**config.mk**
```make
export PLATFORM = sky130hd
export DESIGN_NAME = adc_offset_to_twos_avg
export DESIGN_NICKNAME = d
export VERILOG_FILES = /design/src/rtl/adc_offset_to_twos_avg.sv
export SDC_FILE = /design/constraint.sdc
export NUM_CORES = 1
export LEC_CHECK = 0
export CORE_UTILIZATION = 53
export DETAILED_ROUTE_END_ITERATION = 6
export GPL_TIMING_DRIVEN = 0
export PLACE_DENSITY = 0.8
export SYNTH_ARGS = -nofsm -noshare
export SYNTH_HDL_FRONTEND = slang
export SYNTH_SLANG_ARGS = --single-unit
```
**constraint.sdc**
```tcl
create_clock -name clk -period 2.9 [get_ports clk]
set_clock_uncertainty 0.15 [all_clocks]
set_input_delay 0.29 -clock clk [delete_from_list [all_inputs] [get_ports clk]]
set_output_delay 0.29 -clock clk [all_outputs]
set_load 0.02 [all_outputs]
```
**src/rtl/adc_offset_to_twos_avg.sv**
```systemverilog
// Offset-binary ADC sample to two's complement, with a block averager
// and a one-deep valid/ready output slot for the average.
module adc_offset_to_twos_avg #(
  parameter int WIRE_WIDTH = 12,
  parameter int AVG_LOG2   = 4
) (
  input  logic                  clk,
  input  logic                  rst_n,
  input  logic [WIRE_WIDTH-1:0] adc_data,
  input  logic                  adc_valid,
  input  logic                  clear,
  output logic [WIRE_WIDTH-1:0] sample_out,
  output logic                  sample_valid,
  output logic [WIRE_WIDTH-1:0] avg_out,
  output logic                  avg_valid,
  input  logic                  avg_ready,
  output logic                  overrun
);

  localparam int W  = WIRE_WIDTH;
  localparam int AW = W + AVG_LOG2;
  localparam int CW = (AVG_LOG2 > 0) ? AVG_LOG2 : 1;
  localparam logic [CW-1:0] CNT_LAST = CW'((1 << AVG_LOG2) - 1);

  typedef enum logic {
    EMPTY = 1'b0,
    FULL  = 1'b1
  } state_t;

  state_t state;
  state_t state_nxt;

  logic signed [AW-1:0] acc;
  logic signed [AW-1:0] sext;
  logic signed [AW-1:0] sum;
  logic [CW-1:0]        cnt;
  logic                 cnt_last;
  logic                 done;
  logic [W-1:0]         result;
  logic                 load_avg;
  logic                 set_ovr;

  // Stage 1: MSB flip converts offset binary to two's complement.
  always_ff @(posedge clk or negedge rst_n) begin
    if (!rst_n) begin
      sample_out   <= '0;
      sample_valid <= 1'b0;
    end else begin
      sample_valid <= adc_valid;
      if (adc_valid) begin
        sample_out <= {~adc_data[W-1], adc_data[W-2:0]};
      end
    end
  end

  always_comb begin
    sext     = AW'($signed(sample_out));
    sum      = acc + sext;
    cnt_last = (cnt == CNT_LAST);
    done     = sample_valid && cnt_last && !clear;
    result   = W'(sum >>> AVG_LOG2);
  end

  always_ff @(posedge clk or negedge rst_n) begin
    if (!rst_n) begin
      acc <= '0;
      cnt <= '0;
    end else if (clear) begin
      acc <= '0;
      cnt <= '0;
    end else if (sample_valid) begin
      if (cnt_last) begin
        acc <= '0;
        cnt <= '0;
      end else begin
        acc <= sum;
        cnt <= cnt + 1'b1;
      end
    end
  end

  // A result arriving while the slot is held un-accepted is dropped.
  always_comb begin
    state_nxt = state;
    load_avg  = 1'b0;
    set_ovr   = 1'b0;
    if (clear) begin
      state_nxt = EMPTY;
    end else begin
      unique case (state)
        EMPTY: begin
          if (done) begin
            state_nxt = FULL;
            load_avg  = 1'b1;
          end
        end
        FULL: begin
          if (done) begin
            if (avg_ready) load_avg = 1'b1;
            else           set_ovr  = 1'b1;
          end else if (avg_ready) begin
            state_nxt = EMPTY;
          end
        end
      endcase
    end
  end

  always_ff @(posedge clk or negedge rst_n) begin
    if (!rst_n) begin
      state   <= EMPTY;
      avg_out <= '0;
      overrun <= 1'b0;
    end else begin
      state <= state_nxt;
      if (load_avg) avg_out <= result;
      if (clear)        overrun <= 1'b0;
      else if (set_ovr) overrun <= 1'b1;
    end
  end

  assign avg_valid = (state == FULL);

endmodule

```
==> impl_metrics.tcl <==
# place-and-route summary
set metrics [dict create \
    status "finished, final reports clean" \
    setup_violations 0 \
    cts_buffer_depth 2 \
    area_leaders "dfrtp_1 (45%), ha_1 (7.7%), nand2_1 (6.2%)" \
    chip_area_um2 5165 \
    layout_top_cells "dfrtp_1 (47), nand2_1 (43), clkdlybuf4s50_1 (41)" \
    hold_violations 0 \
    initCoreUtil_pct 54.78 \
    rows 25 \
    edf_count 0 \
    critPathMaxStageDelay_ns 0.43 \
    total_power_mw 1.879 \
    dr_total_vias 2136 \
    crit_path_cell_trace "ha_1 > inv_1 > fa_1 > nand2b_1 > a21oi_2 > o21ai_1 > a21boi_1 > o21a_1 > nor3_1 > o41ai_2" \
    fin_crit_ns 2.713 \
    floorplan.nets 293 \
    ios 44 \
    start_kind "register" \
    cts_root_buffer "clkbuf_8" \
    ant_nets 0 \
    grt_first_pass_wirelength_um 9045 \
    cp_num_buf_inv 1 \
    vias_per_cell 5.651 \
    gp_congestion 0.9206 \
    yosysTopAreaCell "dfrtp_1" \
    h-tree-depth 2 \
    max_freq_ghz 0.3686 \
    chipWidth_um 71.87 \
    worst_pin_slew_ns 0.7300 \
    yosysSeqAreaShare_pct 45.45 \
    crit_family "AND-OR/OR-AND gates" \
    syn_area_um2 2587 \
    ff_latch_area_um2 1176 \
    crit_type "reg2reg" \
]
## flip-flops by register name, summed over array words and instances, names as in the netlist
signal	flops
sample_valid	1
avg_out	12
acc	16
sample_out	12
avg_valid	1
cnt	4
overrun	1
## final timing paths
path	from	to	slack (ns)
max	sample_out[0]	avg_out[6]	0.19
min	clear	cnt[2]	0.15
max reg2reg	sample_out[0]	avg_out[6]	0.19
min reg2reg	avg_out[4]	avg_out[4]	0.33
max in group asynchronous	rst_n	cnt[0]	1.76
min in group asynchronous	rst_n	sample_out[11]	0.33
## metrics by stage
| stage | instance area, µm² | util, % | setup WS [ns] | std cells |
|---|---|---|---|---|
| 2_1_floorplan | 2587 | - | 0.4189 | 259 |
| 3_3_place_gp | 3092 | 65.46 | 0.08663 | 368 |
| 3_5_place_dp | 3107 | 65.77 | 0.2390 | 369 |
| 4_1_cts | 3234 | 68.48 | 0.2226 | 378 |
| 5_1_grt | 3234 | 68.48 | 0.04429 | 378 |
| 6_report | 3234 | 68.48 | 0.1874 | 378 |
## cell type report
class                           instances  share of cell area [%]
Buffer                                  6                  0.7737
Clock buffer                            6                   2.553
Clock inverter                          2                   1.083
Inverter                                8                  0.9284
Multi-Input combinational cell        198                   41.93
Sequential cell                        47                   36.36
Tap cell                               67                   2.592
Timing Repair Buffer                   44                   13.77
## where the power goes
| group | internal [mW] | leakage (nW) | switching, mW |
|---|---|---|---|
| Clock | 0.279 | 0.0612 | 0.218 |
| Sequential | 0.716 | 0.603 | 0.0481 |
| Combinational | 0.268 | 0.787 | 0.350 |
## kinds of logic after synthesis
family | Yosys count | share of synthesized area [%]
compound gates | 70 | 19.39
xor+xnor | 6 | 2.031
fa+ha+maj | 17 | 8.511
buf+inv | 14 | 2.128
flops | 47 | 45.45
mux | 14 | 6.044
simple gates | 91 | 16.44
## worst reg2reg max path, stage by stage (launching register included)
cell	delay, ns
dfrtp_1	0.39
ha_1	0.22
inv_1	0.08
fa_1	0.43
nand2b_1	0.20
a21oi_2	0.25
o21ai_1	0.11
a21boi_1	0.21
o21a_1	0.20
nor3_1	0.09
o41ai_2	0.27
## layer usage
layer | part of all wire [%] | GRT usage [%]
met5 | 0 | 0
met4 | 2.2 | 7.843
met2 | 48 | 38.99
met1 | 46 | 28.70
met3 | 3.3 | 4.501
## cell usage after synthesis (4+ instances only)
cell type   n
nor2_1     19
xor2_1      5
clkbuf_1    4
nand2_1    43
mux2_2     13
a21oi_1    14
ha_1       16
o31ai_1     5
inv_1       8
dfrtp_1    47
nand2b_1    4
o21ai_0    15
o21ai_1     5
nand3_1     5
a22o_1      8
## what timing repair did
item,CTS,global route
buffers inserted,0,0
endpoints found under the hold margin,20,0
resized,0,0
hold buffers,1,0
**Gate-type map**

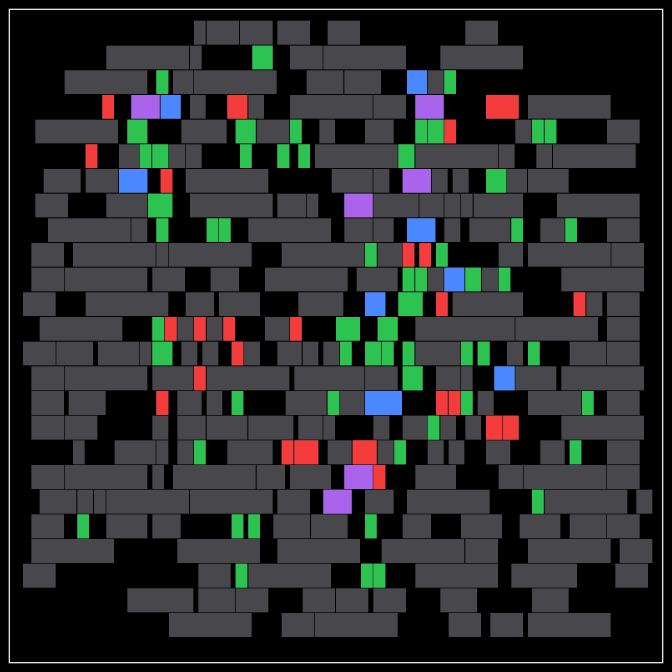
[nand cells] green | cells: 58
[nor cells] red | cells: 25
[and/or cells] blue | cells: 8
[xor and xnor cells] purple | cells: 6

**Clock wires, drivers and flops**

Bar = 20 µm.
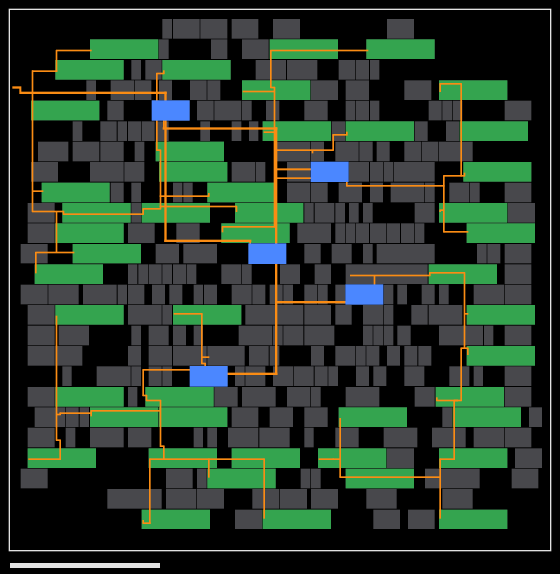
[clock drivers] blue | count: 5
[clock wires] orange | length: 549 µm
[flip-flops] green | count: 47
routed clock nets: 6
flops lie: spread over the die

**Routing congestion map**

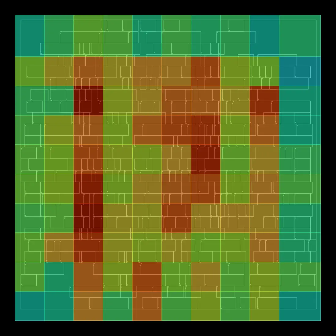
Global Route met1 Usage: 28.70%
Overall Global Routing Usage: 22.73%

**Sequential cells grouped by signal name**

Bar = 20 µm.
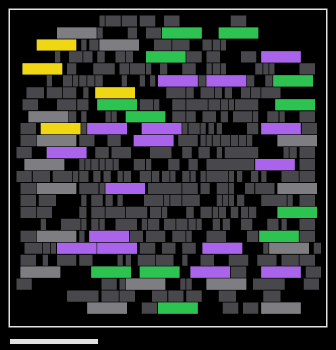
[cnt] yellow | sequential cells: 4 | where: upper left
[acc] purple | sequential cells: 16
[avg_out] green | sequential cells: 12
not colored: 15

**Placed cells, one color a class**

Bar = 20 µm.
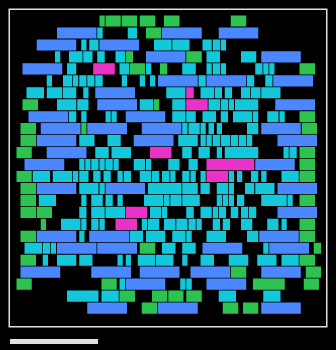
[remaining buffers and delay cells] green | cells: 50
[sequential cells] blue | cells: 47
[clock drivers and dummy loads] magenta | cells: 8
[combinational and other logic] cyan | cells: 206

Power and IR drop assume default switching activity.
